Figure 1. PDN straps and rails.
Scale bar: 20 um. Pins as bars on the die edge.
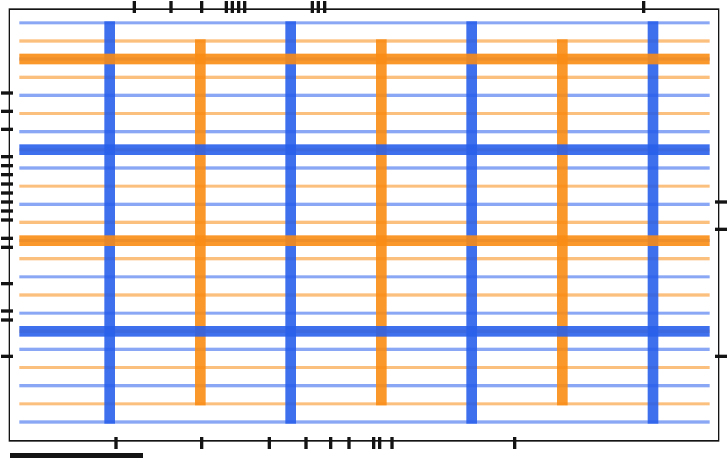
Figure 2. Cell classes on the final placement.
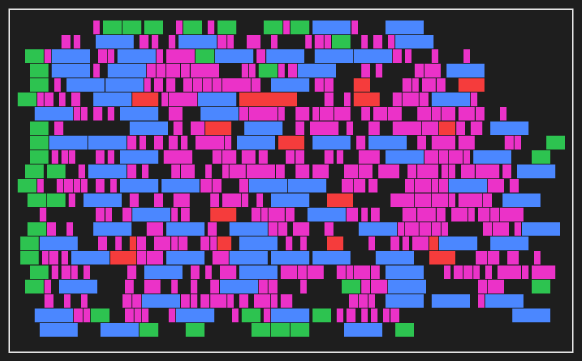
Figure 3. Clock distribution.
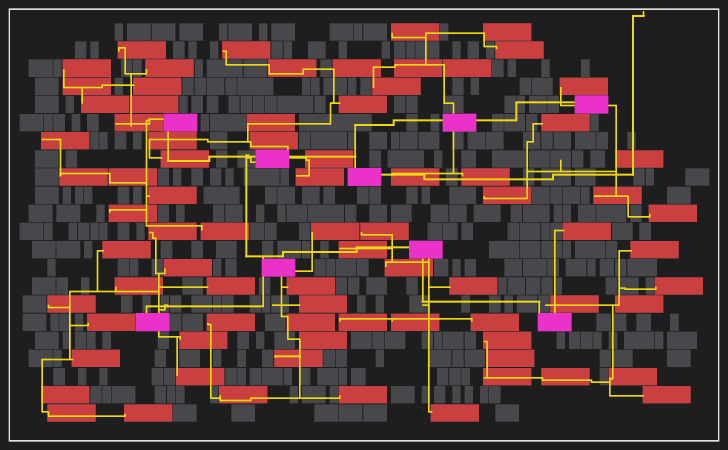
Figure 4. Wiring by layer.
Scale bar: 20 um.
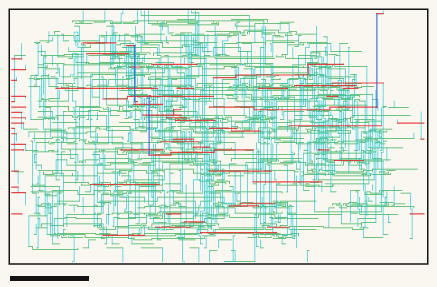
Figure 5. Track usage over the die.
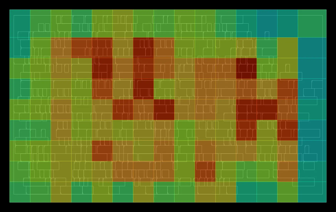
[src/rtl/i2s_pkg.sv]
// Shared I2S timing parameters and word-select encoding.
// The transmitter and the receiver both import this package, so both ends agree on frame timing.
package i2s_pkg;

    // Audio sample width in bits
    localparam int I2S_WORD_WIDTH = 16;

    // SCK periods per channel slot
    localparam int I2S_SLOT_WIDTH = 32;

    // clk cycles per SCK half-period (27 MHz / 10 = 2.7 MHz SCK)
    localparam int I2S_SCK_HALF   = 5;

    // Word-select levels as seen on the WS pin
    typedef enum logic {
        I2S_WS_LEFT  = 1'b0,
        I2S_WS_RIGHT = 1'b1
    } i2s_ws_e;

endpackage

[src/rtl/i2s_sck_gen.sv]
// I2S bit-clock divider.
// Toggles SCK every SCK_HALF clk cycles. fall_event is high for one clk in the cycle
// whose closing edge takes SCK from 1 to 0, so that registers clocked on that edge
// change together with the SCK fall.
module i2s_sck_gen
    import i2s_pkg::*;
#(
    parameter int SCK_HALF = I2S_SCK_HALF
) (
    input  logic clk,
    input  logic reset,
    output logic sck,
    output logic fall_event
);

    localparam int DIV_W = (SCK_HALF > 1) ? $clog2(SCK_HALF) : 1;
    localparam logic [DIV_W-1:0] DIV_LAST = DIV_W'(SCK_HALF - 1);

    logic [DIV_W-1:0] div_q, div_d;
    logic             sck_q, sck_d;

    // Advance the divider and flip SCK at terminal count
    always_comb begin
        div_d = div_q + 1'b1;
        sck_d = sck_q;
        if (div_q == DIV_LAST) begin
            div_d = '0;
            sck_d = ~sck_q;
        end
    end

    // Divider and SCK registers, synchronous active-low reset
    always_ff @(posedge clk) begin
        if (!reset) begin
            div_q <= '0;
            sck_q <= 1'b0;
        end else begin
            div_q <= div_d;
            sck_q <= sck_d;
        end
    end

    assign sck        = sck_q;
    assign fall_event = (div_q == DIV_LAST) && sck_q;

endmodule

[src/rtl/i2s_transmitter.sv]
// I2S transmitter: accepts stereo pairs into a one-deep holding register and
// serialises them MSB first with a one-SCK delay after each WS edge.
// Unused slot bits are zero-padded. A frame with no held pair sends silence and flags underrun.
module i2s_transmitter
    import i2s_pkg::*;
#(
    parameter int WORD_WIDTH = I2S_WORD_WIDTH,
    parameter int SLOT_WIDTH = I2S_SLOT_WIDTH,
    parameter int SCK_HALF   = I2S_SCK_HALF
) (
    input  logic                  clk,
    input  logic                  reset,
    input  logic [WORD_WIDTH-1:0] sample_left,
    input  logic [WORD_WIDTH-1:0] sample_right,
    input  logic                  sample_valid,
    output logic                  sample_ready,
    output logic                  SCK,
    output logic                  WS,
    output logic                  SD,
    output logic                  frame_start,
    output logic                  underrun
);

    localparam int CNT_W = $clog2(2 * SLOT_WIDTH);
    localparam logic [CNT_W-1:0] CNT_LAST    = CNT_W'(2 * SLOT_WIDTH - 1);
    localparam logic [CNT_W-1:0] LEFT_LAST   = CNT_W'(WORD_WIDTH);
    localparam logic [CNT_W-1:0] RIGHT_START = CNT_W'(SLOT_WIDTH);
    localparam logic [CNT_W-1:0] RIGHT_FIRST = CNT_W'(SLOT_WIDTH + 1);
    localparam logic [CNT_W-1:0] RIGHT_LAST  = CNT_W'(SLOT_WIDTH + WORD_WIDTH);

    logic                  sck;
    logic                  fall_event;

    logic [CNT_W-1:0]      cnt_q, cnt_d, cnt_next;
    i2s_ws_e               ws_q, ws_d;
    logic                  sd_q, sd_d;
    logic                  frame_start_q, frame_start_d;
    logic                  underrun_q, underrun_d;
    logic                  hold_full_q, hold_full_d;
    logic [WORD_WIDTH-1:0] hold_left_q, hold_left_d;
    logic [WORD_WIDTH-1:0] hold_right_q, hold_right_d;
    logic [WORD_WIDTH-1:0] shift_left_q, shift_left_d;
    logic [WORD_WIDTH-1:0] shift_right_q, shift_right_d;
    logic                  accept;

    i2s_sck_gen #(
        .SCK_HALF(SCK_HALF)
    ) u_sck_gen (
        .clk       (clk),
        .reset     (reset),
        .sck       (sck),
        .fall_event(fall_event)
    );

    assign cnt_next = (cnt_q == CNT_LAST) ? '0 : cnt_q + 1'b1;
    assign accept   = sample_valid && !hold_full_q;

    // Holding-register capture, frame load and per-fall serialisation of WS/SD
    always_comb begin
        cnt_d         = cnt_q;
        ws_d          = ws_q;
        sd_d          = sd_q;
        frame_start_d = 1'b0;
        underrun_d    = 1'b0;
        hold_full_d   = hold_full_q;
        hold_left_d   = hold_left_q;
        hold_right_d  = hold_right_q;
        shift_left_d  = shift_left_q;
        shift_right_d = shift_right_q;

        if (accept) begin
            hold_full_d  = 1'b1;
            hold_left_d  = sample_left;
            hold_right_d = sample_right;
        end

        if (fall_event) begin
            cnt_d = cnt_next;
            ws_d  = (cnt_next >= RIGHT_START) ? I2S_WS_RIGHT : I2S_WS_LEFT;
            sd_d  = 1'b0;
            if (cnt_next == '0) begin
                frame_start_d = 1'b1;
                if (hold_full_q) begin
                    shift_left_d  = hold_left_q;
                    shift_right_d = hold_right_q;
                    hold_full_d   = 1'b0;
                end else begin
                    shift_left_d  = '0;
                    shift_right_d = '0;
                    underrun_d    = 1'b1;
                end
            end else if (cnt_next <= LEFT_LAST) begin
                sd_d         = shift_left_q[WORD_WIDTH-1];
                shift_left_d = {shift_left_q[WORD_WIDTH-2:0], 1'b0};
            end else if ((cnt_next >= RIGHT_FIRST) && (cnt_next <= RIGHT_LAST)) begin
                sd_d          = shift_right_q[WORD_WIDTH-1];
                shift_right_d = {shift_right_q[WORD_WIDTH-2:0], 1'b0};
            end
        end
    end

    // State registers; reset parks the bit counter on its last count so the first fall loads a frame
    always_ff @(posedge clk) begin
        if (!reset) begin
            cnt_q         <= CNT_LAST;
            ws_q          <= I2S_WS_LEFT;
            sd_q          <= 1'b0;
            frame_start_q <= 1'b0;
            underrun_q    <= 1'b0;
            hold_full_q   <= 1'b0;
            hold_left_q   <= '0;
            hold_right_q  <= '0;
            shift_left_q  <= '0;
            shift_right_q <= '0;
        end else begin
            cnt_q         <= cnt_d;
            ws_q          <= ws_d;
            sd_q          <= sd_d;
            frame_start_q <= frame_start_d;
            underrun_q    <= underrun_d;
            hold_full_q   <= hold_full_d;
            hold_left_q   <= hold_left_d;
            hold_right_q  <= hold_right_d;
            shift_left_q  <= shift_left_d;
            shift_right_q <= shift_right_d;
        end
    end

    assign sample_ready = ~hold_full_q;
    assign SCK          = sck;
    assign WS           = ws_q;
    assign SD           = sd_q;
    assign frame_start  = frame_start_q;
    assign underrun     = underrun_q;

endmodule

[config.mk]
export PLATFORM = sky130hd
export DESIGN_NAME = i2s_transmitter
export DESIGN_NICKNAME = d
export VERILOG_FILES = /design/src/rtl/i2s_pkg.sv /design/src/rtl/i2s_sck_gen.sv /design/src/rtl/i2s_transmitter.sv
export SDC_FILE = /design/constraint.sdc
export NUM_CORES = 1
export LEC_CHECK = 0
export CORE_ASPECT_RATIO = 0.6
export CORE_UTILIZATION = 55
export DETAILED_ROUTE_END_ITERATION = 12
export PLACE_DENSITY = 0.78
export SLEW_MARGIN = 5
export SYNTH_ARGS = -nofsm -noshare
export SYNTH_HDL_FRONTEND = slang
export SYNTH_SLANG_ARGS = --single-unit
[constraint.sdc]
create_clock -name clk -period 6.1 [get_ports clk]
set_input_delay 0.61 -clock clk [delete_from_list [all_inputs] [get_ports clk]]
set_output_delay 0.61 -clock clk [all_outputs]
set_load 0.1 [all_outputs]
==> impl_metrics.csv <==
group,metric,value,unit
cts,cts_tree,"done",
place,dp.cells,523,
power_and_ir_drop,powerSeq,0.544,mW
finish,final_cells,539,
final_timing,clock_skew,0.00624,ns
finish,drive_gt1_frac,0.0791,
power_and_ir_drop,p_per_area,247,mW/mm^2
drt,antenna_left,0,
setup_path,startpoint,"cnt_q[0]",
final_timing,max_freq,0.328,GHz
power_and_ir_drop,seqPwrFrac,0.536,
power_and_ir_drop,maxPowerGroup,"registers",
run,timing.max_cap.violations,0,
setup_path,rr_startpoint,"cnt_q[0]",
place,portBuffers,40,
synth,syn_nets,479,
place,routabilityCongestion,0.858,
synth,synth-simple-area-share,0.163,
floorplan,chip_area,0.00684,mm^2
synth,ys_async_sr_fraction,0,
setup_path,crit_fanout,15,
cts,cts_buffer_depth,2,
min_path,hold_path_class,"register to register",
cts,cts_root_buf,"clkbuf_8",
synth,xor_share,0.00734,
global_routing,grt_antenna_before_repair,0,
cts,clock-sinks,79,
setup_path,start_kind,"register",
status,outcome,"finished clean",
finish,nets,490,
final_timing,layout_min_cycle_time,3.05,ns
drt,drt-initial-drc-count,265,
floorplan,fp_util,0.578,
synth,top_logic_kind,"AND-OR/OR-AND gates",
final_timing,worstMarginPinSlew,1.27,ns
synth,synth_area,0.00358,mm^2
final_timing,grt_setup_unrepaired,"no",
synth,yosys_warnings,0,
global_routing,grt_overflow,0,
synth,ys_ff,79,
floorplan,pin_count,41,
synth,synth_chip_area,0.00358,mm^2
power_and_ir_drop,powerComb,0.0827,mW
power_and_ir_drop,power.share.combinational,0.081,
synth,ys_cells,439,
power_and_ir_drop,power.leakage,1.46,nW
setup_path,r2r_slack,3.05,ns
cts,post_cts_resized,0,
cts,cts.clk_slew.worst_paths,0.08,ns
setup_path,crit_type,"register to register",
power_and_ir_drop,switching_share,0.254,
global_routing,grt_max_degree,56,
cts,post_cts_buffers,0,
drt,drt-vias-per-instance,5.94,
cts,cts_made_buffers,9,
drt,drtPass1Iterations,4,
synth,fa_ha_area_frac,0.0175,
place,place_hpwl,5400,um
power_and_ir_drop,p_clk_frac,0.383,
global_routing,grt_pass1_wl,14000,um
power_and_ir_drop,power.net_switching,0.258,mW
synth,synthCells,439,
cts,cts_hold_buf,0,
synth,avgSynthCellArea,8.15,um^2
setup_path,worstSetupEndpoint,"shift_left_q[7]",
setup_path,arrival,3.31,ns
power_and_ir_drop,intPower,0.757,mW
cts,h-tree-depth,3,
run,warnings,29,
final_timing,slew_headroom,0.153,
finish,syn_to_final_growth,14.8,%
global_routing,met3_usage,0.0674,
synth,synth_top_flop_cell,"dfxtp_1",
synth,yosysUniqueCellTypes,44,
setup_path,cp-end-kind,"register",
setup_path,worstPathRequired,6.36,ns
synth,ys_sh_mux,0.00280,
final_timing,finalMaxSlewViolations,0,
synth,edf_count,0,
finish,diodes,0,
synth,ys_sh_aoi,0.296,
## Picture notes: Figure 1
- blue: VSS
- orange: VDD
- met5 straps: 4
- met1 rails: 23
- rows: 22
Die W: 106 um
core area: 0.00619 mm^2
VDD IR-drop max: 0.138 mV
die y size: 64.5 um

## Picture notes: Figure 2
- blue: sequential cells (cells 79; share of their area 40%)
- green: remaining buffers and delay cells (cells 40; share of their area 10%)
- red: clock drivers and dummy loads (cells 16; share of their area 4.9%)
- magenta: combinational and other logic (cells 320; share of their area 46%)
flop share of the area: 0.385
Final Cell Area: 0.00411 mm^2
Final Core Density: 0.663
row count: 22

## Picture notes: Figure 3
- red: flip-flops (count 79)
- yellow: clock wires (length 920 um)
- magenta: clock drivers (count 9)
- flops lie: widely spread
- routed clock nets: 10
Worst-Skew Late Latency: 0.36 ns
Clock Power: 0.389 mW

## Picture notes: Figure 4
- red: metal 3 (wire length 531 um)
- green: metal 1 (wire length 4320 um)
- cyan: metal 2 (wire length 3590 um)
- blue: metal 4 (wire length 53.0 um)
Via Count: 3202
drt wl/cell: 15.8 um
GRT Total Usage: 0.262
final WL: 8500 um

## Picture notes: Figure 5
met1 Use GR: 0.392
routing usage on met2: 0.363
GRT busiest layer: met1

==> flip-flops by register name, summed over array words and instances, names as in the netlist, 3 cells and up <==
signal and cells:
cnt_q 6, hold_left_q 16, hold_right_q 16, shift_left_q 16, shift_right_q 16, u_sck_gen.div_q 3
==> through the flow <==
step | hold slack [ns] | power, mW | util | worst slack, ns
2_1_floorplan | 0.437 | 0.601 | - | 3.77
3_3_place_gp | 0.443 | 0.636 | 0.632 | 3.27
3_5_place_dp | 0.447 | 0.638 | 0.632 | 3.15
4_1_cts | 0.458 | 1.02 | 0.663 | 3.08
5_1_grt | 0.485 | 1.05 | 0.663 | 2.82
6_report | 0.457 | 1.02 | 0.663 | 3.05
==> cells by family after synthesis <==
logic type | after synthesis
muxes | 1
and+or+nand+nor | 134
buffers and inverters | 62
AOI/OAI and AO/OA | 155
DFF | 79
xor gates and xnor gates | 3
adders and majority gates | 5
==> critical path, cell delays in order, from the launching register on <==
cell      delay [ns]
dfxtp_1         0.54
ha_1            0.42
and3_1          0.22
nand3_1         0.18
a21oi_1         1.01
nand3_1         0.27
a311oi_1        0.31
==> placed cells by master (no fill, tap or decap), types with 2 or more instances in the layout <==
| cell type | count |
|---|---|
| a311oi_1 | 15 |
| a21oi_1 | 70 |
| nand2_1 | 90 |
| nor2_1 | 4 |
| nor3_1 | 4 |
| o21ai_0 | 22 |
| a221oi_2 | 9 |
| o31ai_1 | 15 |
| xor2_1 | 2 |
| clkdlybuf4s50_1 | 40 |
| a221oi_1 | 6 |
| nand3_1 | 21 |
| clkinv_4 | 2 |
| clkbuf_8 | 9 |
| o211ai_1 | 2 |
| dfxtp_1 | 79 |
| inv_1 | 19 |
| inv_2 | 3 |
| nand4_1 | 2 |
| and3_1 | 7 |
| a211oi_2 | 2 |
| a21o_1 | 3 |
| ha_1 | 5 |
==> final cells by class <==
class | count | area [um^2]
Clock buffer | 10 | 128
Clock inverter | 6 | 68.8
Fill cell | 535 | 2090
Inverter | 22 | 82.6
Multi-Input combinational cell | 298 | 1740
Sequential cell | 79 | 1580
Tap cell | 84 | 105
Timing Repair Buffer | 40 | 400
==> per-layer routing <==
layer | wire length (um) | vias to the layer above
li1 | - | 1587
met1 | 4320 | 1503
met2 | 3590 | 106
met3 | 531 | 6
met4 | 53 | 0
met5 | 0 | -
==> how the worst min path moves through the flow <==
stage,cells after the start,from,end
2_1_floorplan,2,hold_left_q[10],hold_left_q[10]
3_3_place_gp,2,hold_left_q[5],hold_left_q[5]
3_5_place_dp,2,hold_left_q[11],hold_left_q[11]
4_1_cts,2,hold_left_q[11],hold_left_q[11]
5_1_grt,2,hold_left_q[0],hold_left_q[0]
6_report,2,SD,SD
==> synth_stat cells, types with 5 or more instances <==
cell type,instances,share of area
a21oi_1,70,0.098
o21ai_0,22,0.031
a311oi_1,15,0.037
ha_1,5,0.017
buf_2,11,0.015
clkbuf_1,26,0.027
inv_1,19,0.020
and3_1,7,0.012
dfxtp_1,79,0.44
a221oi_2,9,0.038
a221oi_1,6,0.015
nand3_1,21,0.029
o31ai_1,15,0.031
nand2_1,90,0.094
Power figures rest on the tool's default switching activity, not on a simulated workload.
